`src/rtl/rs_pkg.sv`:
```
// Shared widths and entry record for the reservation station.
package rs_pkg;
  localparam int DATA_W = 64;
  localparam int CMD_W  = 10;
  localparam int TAG_W  = 6;  // $clog2(32+1); must match ROBsizeLog of the station
  localparam logic [TAG_W-1:0] TAG_NONE = '0;

  typedef struct packed {
    logic              busy;
    logic [TAG_W-1:0]  tag1;
    logic [DATA_W-1:0] val1;
    logic [TAG_W-1:0]  tag2;
    logic [DATA_W-1:0] val2;
    logic [TAG_W-1:0]  destTag;
    logic [CMD_W-1:0]  cmds;
  } rs_entry_t;
endpackage

```
`src/rtl/rs_oldest_select.sv`:
```
// Oldest-ready picker: combinational, one-hot grant of the ready entry no other ready entry is older than.
module rs_oldest_select #(
  parameter int N = 4
) (
  input  logic [N-1:0]         i_ready,
  input  logic [N-1:0][N-1:0]  i_age,
  output logic [N-1:0]         o_grant,
  output logic                 o_valid
);
  always_comb begin
    o_grant = '0;
    for (int i = 0; i < N; i++) begin
      o_grant[i] = i_ready[i];
      for (int j = 0; j < N; j++) begin
        if (i_ready[j] && i_age[j][i]) o_grant[i] = 1'b0;
      end
    end
  end

  assign o_valid = |i_ready;
endmodule

```
`src/rtl/reservation_station.sv`:
```
// Reservation station: captures dispatches, snoops the CDB, issues the oldest ready entry.
// Issue outputs are combinational from state; stall_o is registered-state full, held by a non-accepting FU.
module reservation_station
  import rs_pkg::*;
#(
  parameter int ROBsize    = 32,
  parameter int ROBsizeLog = $clog2(ROBsize + 1),
  parameter int RSentries  = 4
) (
  input  logic                  clk_i,
  input  logic                  reset_i,
  input  logic                  writeEn_i,
  input  logic [ROBsizeLog-1:0] robTag_i,
  input  logic [ROBsizeLog-1:0] robTag1_i,
  input  logic [ROBsizeLog-1:0] robTag2_i,
  input  logic [64:0]           robVal1_i,
  input  logic [64:0]           robVal2_i,
  input  logic [9:0]            commands_i,
  output logic                  stall_o,
  input  logic                  flush_i,
  input  logic                  cdbValid_i,
  input  logic [ROBsizeLog-1:0] cdbTag_i,
  input  logic [63:0]           cdbData_i,
  output logic                  issueValid_o,
  input  logic                  issueReady_i,
  output logic [ROBsizeLog-1:0] issueTag_o,
  output logic [63:0]           issueVal1_o,
  output logic [63:0]           issueVal2_o,
  output logic [9:0]            issueCommands_o
);
  localparam int IDXW = $clog2(RSentries);

  rs_entry_t                          r_ent [RSentries];
  logic [RSentries-1:0][RSentries-1:0] r_age;

  logic [RSentries-1:0]                w_busy;
  logic [RSentries-1:0]                w_ready;
  logic [RSentries-1:0]                w_grant;
  logic                                w_any_ready;
  logic [IDXW-1:0]                     w_alloc_idx;
  logic                                w_alloc_found;
  logic                                w_wr;
  logic                                w_fire;
  rs_entry_t                           w_new_entry;
  logic [RSentries-1:0][RSentries-1:0] w_age_nxt;

  always_comb begin
    for (int i = 0; i < RSentries; i++) begin
      w_busy[i]  = r_ent[i].busy;
      w_ready[i] = r_ent[i].busy && (r_ent[i].tag1 == TAG_NONE) && (r_ent[i].tag2 == TAG_NONE);
    end
  end

  rs_oldest_select #(.N(RSentries)) u_sel (
    .i_ready (w_ready),
    .i_age   (r_age),
    .o_grant (w_grant),
    .o_valid (w_any_ready)
  );

  assign stall_o      = &w_busy;
  assign issueValid_o = w_any_ready;
  assign w_fire       = w_any_ready & issueReady_i;
  assign w_wr         = writeEn_i & ~stall_o;

  always_comb begin
    w_alloc_idx   = '0;
    w_alloc_found = 1'b0;
    for (int k = 0; k < RSentries; k++) begin
      if (!w_busy[k] && !w_alloc_found) begin
        w_alloc_idx   = IDXW'(k);
        w_alloc_found = 1'b1;
      end
    end
  end

  // A result on the CDB in the dispatch cycle would otherwise be missed forever.
  always_comb begin
    w_new_entry         = '0;
    w_new_entry.busy    = 1'b1;
    w_new_entry.destTag = robTag_i;
    w_new_entry.cmds    = commands_i;
    w_new_entry.tag1    = robTag1_i;
    w_new_entry.val1    = robVal1_i[63:0];
    w_new_entry.tag2    = robTag2_i;
    w_new_entry.val2    = robVal2_i[63:0];
    if (cdbValid_i && robTag1_i != TAG_NONE && cdbTag_i == robTag1_i) begin
      w_new_entry.tag1 = TAG_NONE;
      w_new_entry.val1 = cdbData_i;
    end
    if (cdbValid_i && robTag2_i != TAG_NONE && cdbTag_i == robTag2_i) begin
      w_new_entry.tag2 = TAG_NONE;
      w_new_entry.val2 = cdbData_i;
    end
  end

  always_comb begin
    w_age_nxt = r_age;
    for (int i = 0; i < RSentries; i++) begin
      for (int j = 0; j < RSentries; j++) begin
        if (w_fire && (w_grant[i] || w_grant[j])) w_age_nxt[i][j] = 1'b0;
        if (w_wr) begin
          if (IDXW'(i) == w_alloc_idx)      w_age_nxt[i][j] = 1'b0;
          else if (IDXW'(j) == w_alloc_idx) w_age_nxt[i][j] = w_busy[i] & ~(w_fire & w_grant[i]);
        end
      end
    end
  end

  always_ff @(posedge clk_i) begin
    if (reset_i || flush_i) begin
      for (int i = 0; i < RSentries; i++) r_ent[i] <= '0;
      r_age <= '0;
    end else begin
      for (int i = 0; i < RSentries; i++) begin
        if (r_ent[i].busy && r_ent[i].tag1 != TAG_NONE && cdbValid_i && r_ent[i].tag1 == cdbTag_i) begin
          r_ent[i].tag1 <= TAG_NONE;
          r_ent[i].val1 <= cdbData_i;
        end
        if (r_ent[i].busy && r_ent[i].tag2 != TAG_NONE && cdbValid_i && r_ent[i].tag2 == cdbTag_i) begin
          r_ent[i].tag2 <= TAG_NONE;
          r_ent[i].val2 <= cdbData_i;
        end
        if (w_fire && w_grant[i]) r_ent[i].busy <= 1'b0;
      end
      if (w_wr) r_ent[w_alloc_idx] <= w_new_entry;
      r_age <= w_age_nxt;
    end
  end

  always_comb begin
    issueTag_o      = '0;
    issueVal1_o     = '0;
    issueVal2_o     = '0;
    issueCommands_o = '0;
    for (int i = 0; i < RSentries; i++) begin
      if (w_grant[i]) begin
        issueTag_o      = issueTag_o      | r_ent[i].destTag;
        issueVal1_o     = issueVal1_o     | r_ent[i].val1;
        issueVal2_o     = issueVal2_o     | r_ent[i].val2;
        issueCommands_o = issueCommands_o | r_ent[i].cmds;
      end
    end
  end
endmodule
```
`config.mk`:
```
export PLATFORM = sky130hd
export DESIGN_NAME = reservation_station
export DESIGN_NICKNAME = d
export VERILOG_FILES = /design/src/rtl/rs_pkg.sv /design/src/rtl/rs_oldest_select.sv /design/src/rtl/reservation_station.sv
export SDC_FILE = /design/constraint.sdc
export NUM_CORES = 1
export LEC_CHECK = 0
export CORE_MARGIN = 2
export CORE_UTILIZATION = 56
export CTS_CLUSTER_SIZE = 20
export DETAILED_ROUTE_END_ITERATION = 12
export PLACE_DENSITY = 0.77
export SLEW_MARGIN = 0
export SYNTH_ARGS = -nofsm -noshare
export SYNTH_HDL_FRONTEND = slang
export SYNTH_HIERARCHICAL = 1
export SYNTH_SLANG_ARGS = --single-unit
```
`constraint.sdc`:
```
create_clock -name clk_i -period 10.9 [get_ports clk_i]
set_clock_uncertainty 0.15 [all_clocks]
set_input_delay 2.18 -clock clk_i [delete_from_list [all_inputs] [get_ports clk_i]]
set_output_delay 2.18 -clock clk_i [all_outputs]
set_load 0.005 [all_outputs]
```
clocks.png
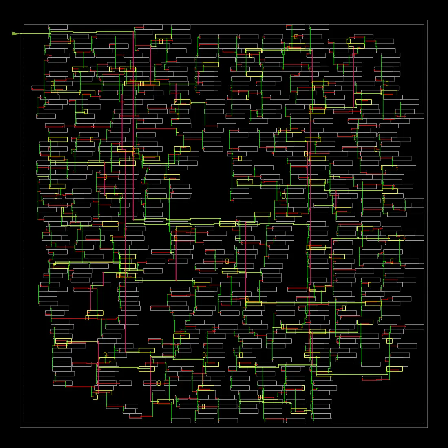
Clock net power: 0.00219 W
clock latency on the worst-skew pair: 600 ps
total CTS buffers: 67
number of clock buffers in the layout: 93
number of sinks on the clock net: 644

io_placement.png
Pins as bars across the die edge, other pins in grey.
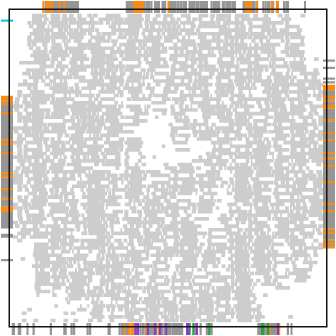
port	colour	pins	direction	edge
commands_i	purple	10	input	south
cdbData_i	orange	64	input	21 east, 20 north, 15 west, 8 south
clk_i	cyan	1	input	west
issueTag_o	green	6	output	south
all pins by edge	117 north, 94 east, 92 south, 77 west
Chip Width: 237 µm
die height: 237 µm
PortBufs: 377

clk_routes.png
Bar = 50 µm.
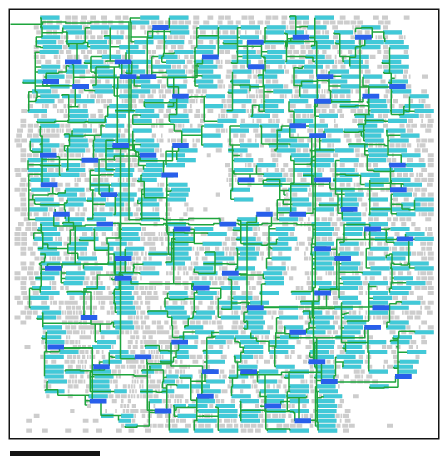
[flip-flops] cyan | count: 644
[clock drivers] blue | count: 67
[clock wires] green | length: 7280 µm
routed clock nets	68
flops lie	widely spread
clock share of power: 40.6%

==> results.md <==
| Quantity | Reported | Unit |
|---|---|---|
| Total internal power | 0.00420 | W |
| Amount of wire on met2 after detailed routing | 45.6 | mm |
| Routed wire per std cell | 29.4 | µm |
| Power per cell area | 148 | mW/mm² |
| Met1 Usage GRT | 45.3 | % |
| Number of buffers other than clock buffers in the final layout | 418 | - |
| Max Fclk | 0.137 | GHz |
| Final WL | 97.5 | mm |
| Peak supply drop | 0.103 | mV |
| Cell with the most instances after synthesis | sky130_fd_sc_hd__edfxtp_1 | - |
| Post-synthesis net count | 2573 | - |
| Overall via count from detail_route | 23400 | - |
| Sum of routed wire segments on met1 | 35.7 | mm |
| Hold WC Path Type | register to register | - |
| Number of antenna violations at the first check in global routing | 21 | - |
| Hold path endpoint | r_age[8] | - |
| Average cell area after synthesis | 13.0 | µm² |
| Flip-flop cell with the highest count after synthesis | sky130_fd_sc_hd__edfxtp_1 | - |
| Timing endpoint of the critical path | issueVal2_o[27] | - |
| Unique cell types | 50 | - |
| Drt first-iter violations | 3006 | - |
| RD Place Congestion | 0.880 | - |
| Total global routing track utilization | 34.0 | % |
| Clock-cell share | 5.66 | % |
| Top pwr grp | registers | - |
| Setup TNS Final | 0 | ps |
| Clock-pin slew on the worst setup and hold paths | 60 | ps |
| Combined area of the multi-input logic cells | 0.0102 | mm² |
| Basic Gates by Area | 8.02 | % |
| Switching share of power | 21.9 | % |
| DRC violations left | 0 | - |
| Log Warnings | 31 | - |
| Flop-to-flop setup slack | 6880 | ps |
| Leading cell types in the layout, fill and taps excluded | sky130_fd_sc_hd__edfxtp_1 (624), sky130_fd_sc_hd__a22o_1 (463), sky130_fd_sc_hd__clkdlybuf4s50_1 (377) | - |
| Final Slew Violations | 0 | - |
| Number of global-route vias before repair | 22800 | - |
| Critical path origin | r_ent[2][152] | - |
| DIE AREA | 0.0561 | mm² |
| Total of flip-flops plus latches after synthesis | 644 | - |
| Leak pwr | 13.7 | nW |
| Highest Signal Layer | met5 | - |
| Tally of max-capacitance violations | 0 | - |
| Part of the Yosys area used for sequential elements | 63.1 | % |
| ANT nets after route | 0 | - |
| Main logic family after synthesis | AND-OR/OR-AND gates | - |
| Number of flip-flops and latches | 644 | - |
| Chip Area, Yosys | 0.0303 | mm² |
| Status | finished, final reports clean | - |
| Number of iterations in the first detailed-routing pass | 6 | - |
| Final Core Density | 67.8 | % |
| Worst setup timing slack at the placement stage | 4260 | ps |
| Final non-filler cell area | 0.0364 | mm² |
| Worst min-delay path startpoint | r_age[8] | - |
| Most area-hungry cell type in the Yosys netlist | sky130_fd_sc_hd__edfxtp_1 | - |
| Dominant kind of cell by area | sequential cells | - |
| Vias per inst | 7.04 | - |
| Relative max-transition margin | 19.6 | % |
| Layout overhead on the synthesized area | 20.1 | % |
| Number of placed instances with taps included | 3177 | - |
| Final setup violation count | 0 | - |
| Largest net degree at the start of global routing | 146 | - |
| Non-filler instance count after layout | 3317 | - |
| Placed wire-length estimate after detailed placement | 55.2 | mm |
| Sequential power share | 53.3 | % |
Power figures rest on the tool's default switching activity, not on a simulated workload.
